Design bcd_seq_adder, sky130hd; sources not shown.
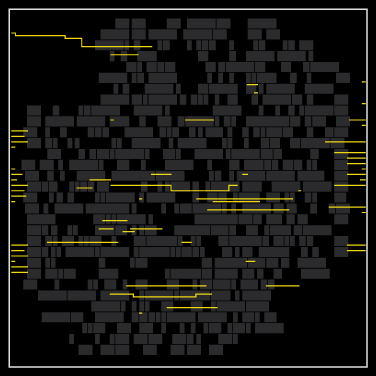
Figure 1: run 1, signal wires on met3.
Drawn at 4 px/µm. Cells faint in the background.
share of all routed wire: 5.1%
longest straight run: 23.9 µm
wire length on this layer: 380 µm
nets with wire on the layer: 49
main direction: horizontal
final wirelength: 7374 µm
met3 usage in global routing: 4.617%

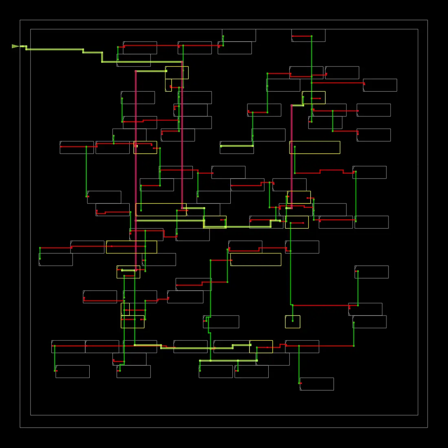
Figure 2: run 1, clock wiring as the flow saved it.
seq_cells: 69
Sinks on Clock Net: 69
number of CTS-inserted buffers: 9
count of clock buffers in the final design: 10
power of the clock network: 1.04 mW

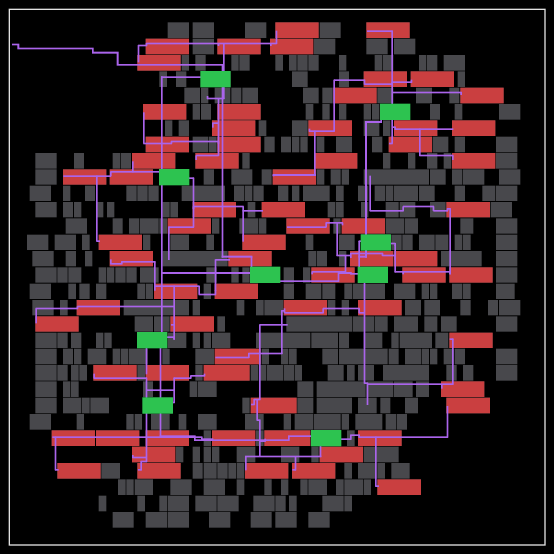
Figure 3: run 1, clock wires, drivers and flops.
Drawn at 6 px/µm.
[clock drivers] green | count: 9
[clock wires] purple | length: 903 µm
[flip-flops] red | count: 69
flops lie: spread over the die
routed clock nets: 10
insertion delay at the late pin of the worst-skew pair: 0.35 ns
clock power share: 40.7%
worst clock skew: 0.006682 ns

==> summary.txt, run 1 <==
Physical design

The number of buffers inserted by port buffering stands at 57. The smallest clock period supported by the final layout is computed as 2.815 ns. The post-CTS setup buffer count stands at 0. The area of the mapped netlist stands at 3038 µm².

Row generation in the floorplan step produced 31 rows. The count of warnings emitted by yosys stands at 0. The post-cts repair resize count stands at 1.

The iteration-0 DRC count of the detailed router stands at 136. For this run, the detailed router's first-pass iteration total came to 4. STA shows the worst reg2reg path with a cell count of 10. The sum of internal, switching and leakage power stands at 2.554 mW. The clock network takes up 6.447% of total cell area after layout.

STA classifies the critical path endpoint as a flop. Max-cap violations in this run came to 0. The footprint of the multi-input gates stands at 1582 µm².

The largest single stage delay on the critical path is 0.58 ns. The post-detailed-route wirelength per cell stands at 13.71 µm. The count of placed standard cells including taps stands at 518. The root buffer cell chosen for the clock tree is clkbuf_8.

The cell area after layout stands at 4056 µm². The area growth from synthesis to final layout stands at 33.53%. The layout has 8 inverters outside the clock class. The number of hold buffers added after CTS was 0. The post-synthesis share of cell area spent on and, or, nand and nor gates stands at 26.61%.

After detailed placement, the total cell area comes to 3710 µm². For reference, the critical path cell chain is xnor2_2, fa_2, inv_1, fa_2, inv_1, ha_2, and2_4, o41a_4, or4_4, nand3_2. STA classifies the critical path startpoint as a flop. The critical-path maximum fanout stands at 6. The tightest hold margin stands at 0.4550 ns. The clock-pin slew reported for the worst setup and hold paths after clock tree synthesis stands at 0.08 ns. The maximum resistive drop on vdd stands at 0.0003454 V. The filler cells instantiated in the layout total 688. The remaining antenna violation count stands at 0.

The footprint of the flip-flops and latches stands at 1386 µm². The number of storage elements in the synthesis netlist stands at 69. The flow ran to the end, and the final reports show no timing, DRC or antenna violations. For this run, the number of standard cells in the final layout without fillers is 538.

After global routing the overflow that remains totals 0. Using the TritonRoute via totals, the vias-per-cell ratio works out to 5.217. The design received a total of 99 well taps at floorplan. The remaining design rule violation count stands at 0.

The average instance area after synthesis stands at 7.974 µm². The worst setup timing slack at the placement stage stands at 0.01779 ns. Entering global routing, the biggest net connects 40 pins.

After technology mapping, the gate count stands at 381. Per the finish-stage timing summary, setup violations number 0. The minimum setup slack among reg-to-reg paths stands at 0.08 ns.
==> run 1: Yosys cell counts (3+ instances only) <==
master	instances	area share, %
nand2_1	83	10
dfxtp_1	69	45
nor2_1	46	5.7
a21oi_1	38	6.3
clkbuf_1	26	3.2
a311oi_1	24	6.9
nand3_1	15	2.5
nor3b_1	12	3.0
o21ai_0	12	2.0
inv_1	7	0.87
ha_1	6	2.5
nand2b_1	3	0.62
nand4_1	3	0.62
nor3_1	3	0.49
xnor2_1	3	0.87
==> run 1: worst max-delay path, delay by kind of cell, from the launching register on <==
family | cells | cell delay [ns]
simple gates | 3 | 0.65
buf+inv | 2 | 0.13
compound gates | 1 | 0.49
flops | 1 | 0.34
xor+xnor | 1 | 0.16
fa+ha+maj | 3 | 1.00
==> run 1: cells in the final DEF (no fill, tap or decap), types with 2 or more instances in the layout <==
cell	instances
a311oi_1	24
dfxtp_2	4
clkdlybuf4s50_1	56
ha_1	4
nand2b_1	2
fa_2	2
nand4_1	3
clkbuf_8	9
o21ai_1	2
nor2_1	46
inv_1	6
nand2_1	83
or3_1	2
o21ai_0	11
bufinv_16	4
dfxtp_1	65
nand3_1	14
nor3_1	3
nor3b_1	12
a21oi_1	38
nor4_1	2
xnor2_1	2
nor2b_1	2
buf_4	11
==> run 1: power by group <==
part / leakage (nW) / switching (mW) / internal (mW) / total, mW
registers: 0.566 / 0.0452 / 1.01 / 1.05
logic: 0.794 / 0.241 / 0.220 / 0.461
clock network: 0.131 / 0.380 / 0.660 / 1.04
==> run 1: metal layers <==
metal | vias up | GRT usage (%) | wire length (µm)
met1 | 1280 | 25.13 | 3454
met3 | 14 | 4.617 | 379
li1 | 1433 | - | -
met5 | - | - | 0
met2 | 80 | 28.97 | 3347
met4 | 0 | 9.905 | 192
==> run 1 -> run 2 <==
--- a/config.mk
+++ b/config.mk
@@ -11,7 +11,7 @@
 export CTS_CLUSTER_SIZE = 8
 export DETAILED_ROUTE_END_ITERATION = 6
 export MAX_ROUTING_LAYER = met4
-export PLACE_DENSITY_LB_ADDON = 0.25
+export PLACE_DENSITY = 0.73
 export SLEW_MARGIN = 40
 export SYNTH_ARGS = -nofsm -noshare
 export SYNTH_HDL_FRONTEND = slang
==> run 2 against run 1 <==
  * Hold slack worse by 0.00095 ns
  * Total power shrank 8.9%
  * Synthesized area is the same
  * Final area decreased by 3.0%
  * Worst setup slack improved by 0.038 ns
  * Synthesized cell count is the same
  * Combinational power shrank 12%
  * Fmax increased by 1.4%
  * Die area unchanged
  * Sequential power is essentially flat
  * Core utilization down 1.7 points
==> summary.txt, run 2 <==
Physical design

The run finished with clean final reports. Yosys instantiated no cell more often than nand2_1. The post-detailed-route wirelength per cell stands at 13.29 µm (-3.0%). The remaining design rule violation count is 0 (unchanged). In the synthesized netlist, the cells that appear most often are 83 x nand2_1, 69 x dfxtp_1, 46 x nor2_1. Per the cell usage report, the commonest logic cells after layout are 83 x nand2_1, 67 x dfxtp_1, 56 x clkdlybuf4s50_1, 46 x nor2_1, 38 x a21oi_1.

The average instance area after synthesis was 7.974 µm² (unchanged). The number of buffers inserted by port buffering stands at 57 (unchanged). The footprint of the flip-flops and latches is 1384 µm² (-0.18%). The final period demand of the worst path stands at 2.777 ns (-0.03797 ns).

The iteration-0 DRC count of the detailed router was 125 (-8.1%). The number of CTS-inserted buffers was 9 (unchanged). The number of storage elements in the synthesis netlist is 69 (unchanged). The setup-violating endpoint count in the final report stands at 0 (unchanged).

The critical-path maximum fanout stands at 9 (+3). The max-capacitance violation count stands at 0 (unchanged). The pin count of the biggest net entering global routing stands at 52 (+30%).

The layout filler cell count came to 691 (+0.44%). The clock latency of the later-clocked register in the worst-skew pair stands at 0.34 ns (about the same). The minimum setup slack among reg-to-reg paths came to 0.12 ns (+0.04 ns).

The worst setup path is launched from a flop. The sum of overflow across all layers after global routing stands at 0 (unchanged). The cell row count is 31 (unchanged).

By area the synthesized netlist is led by dfxtp_1 45%, nand2_1 10%, a311oi_1 6.9%, a21oi_1 6.3%, nor2_1 5.7%. The number of clock sinks stands at 69 (unchanged). The clock-pin slew reported for the worst setup and hold paths after clock tree synthesis is 0.08 ns (about the same). The remaining antenna violation count was 0 (unchanged). The worst setup timing slack at the placement stage came to 0.02712 ns (+0.009326 ns). The maximum resistive drop on vdd stands at 0.0003350 V (-3.0%). The tightest hold margin was 0.4540 ns (-0.0009490 ns).

The library cell used most frequently in the layout, excluding fill and tap cells, is nand2_1. The final setup skew is 0.01480 ns (+0.008113 ns).
==> run 2: kinds of logic (layout without fill, tap and decap cells) <==
group / after synthesis / in the layout / share of synthesized area [%]
compound gates: 84 / 84 / 18.12
xor+xnor: 4 / 4 / 1.153
fa+ha+maj: 8 / 8 / 3.789
buf+inv: 36 / 90 / 4.489
flops: 69 / 69 / 45.47
mux: 1 / 1 / 0.3706
simple gates: 179 / 179 / 26.61
==> run 2: critical path, stage by stage (launching register included) <==
cell     delay (ns)
dfxtp_2        0.33
inv_1          0.04
ha_1           0.28
nand2_1        0.06
o21ai_0        0.08
ha_1           0.38
xor2_2         0.20
inv_1          0.08
ha_2           0.19
and2_1         0.14
o41a_4         0.40
and4_1         0.22
a311o_1        0.27
==> run 2: metrics by stage <==
step	cells	cell area, µm²
final	534	3936
after global routing	534	3936
after CTS	534	3921
after detailed placement	518	3697
after global placement	518	3697
after floorplan	381	3038
==> run 2: per-layer routing <==
metal,part of all wire (%),vias to the layer above
li1,-,1423
met5,0,-
met1,48,1295
met3,3.5,8
met4,1.7,0
met2,47,60
==> run 2: layout make-up <==
class | count | share of cell area (%)
clock inverters | 7 | 2.543
inverters | 8 | 0.7629
multi-input cells | 276 | 39.16
repair buffers | 66 | 16.08
clock buffers | 9 | 3.147
flip-flops and latches | 69 | 35.16
well taps | 99 | 3.147
==> run 2: report_power, final <==
part	switching (mW)	internal, mW	total [mW]
Clock	0.383	0.488	0.871
Combinational	0.221	0.184	0.406
Sequential	0.0422	1.01	1.05
==> run 2: what timing repair did <==
action                     4_1_cts  5_1_grt
setup endpoints to repair        0        4
hold buffers                     0        0
resized                          0        5
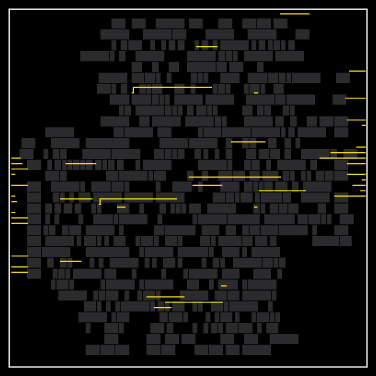
Figure 4: run 2, signal wires on met3.
Drawn at 4 px/µm. Cells faint in the background.
wire length on this layer: 247 µm
main direction: horizontal
final wirelength: 7099 µm
met3 usage in global routing: 4.432%
vias after detailed routing: 2786

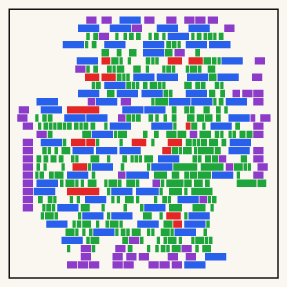
Figure 5: run 2, placed cells, one colour a class.
Drawn at 3 px/µm.
| class | colour | cells |
|---|---|---|
| clock drivers and dummy loads | red | 16 |
| other buffers and delay cells | purple | 66 |
| flops | blue | 69 |
| combinational and other logic | green | 284 |
area of the core: 7137 µm²
fraction of area in registers: 35.16%

No activity file was given, so power comes from the tool's default toggle rates.
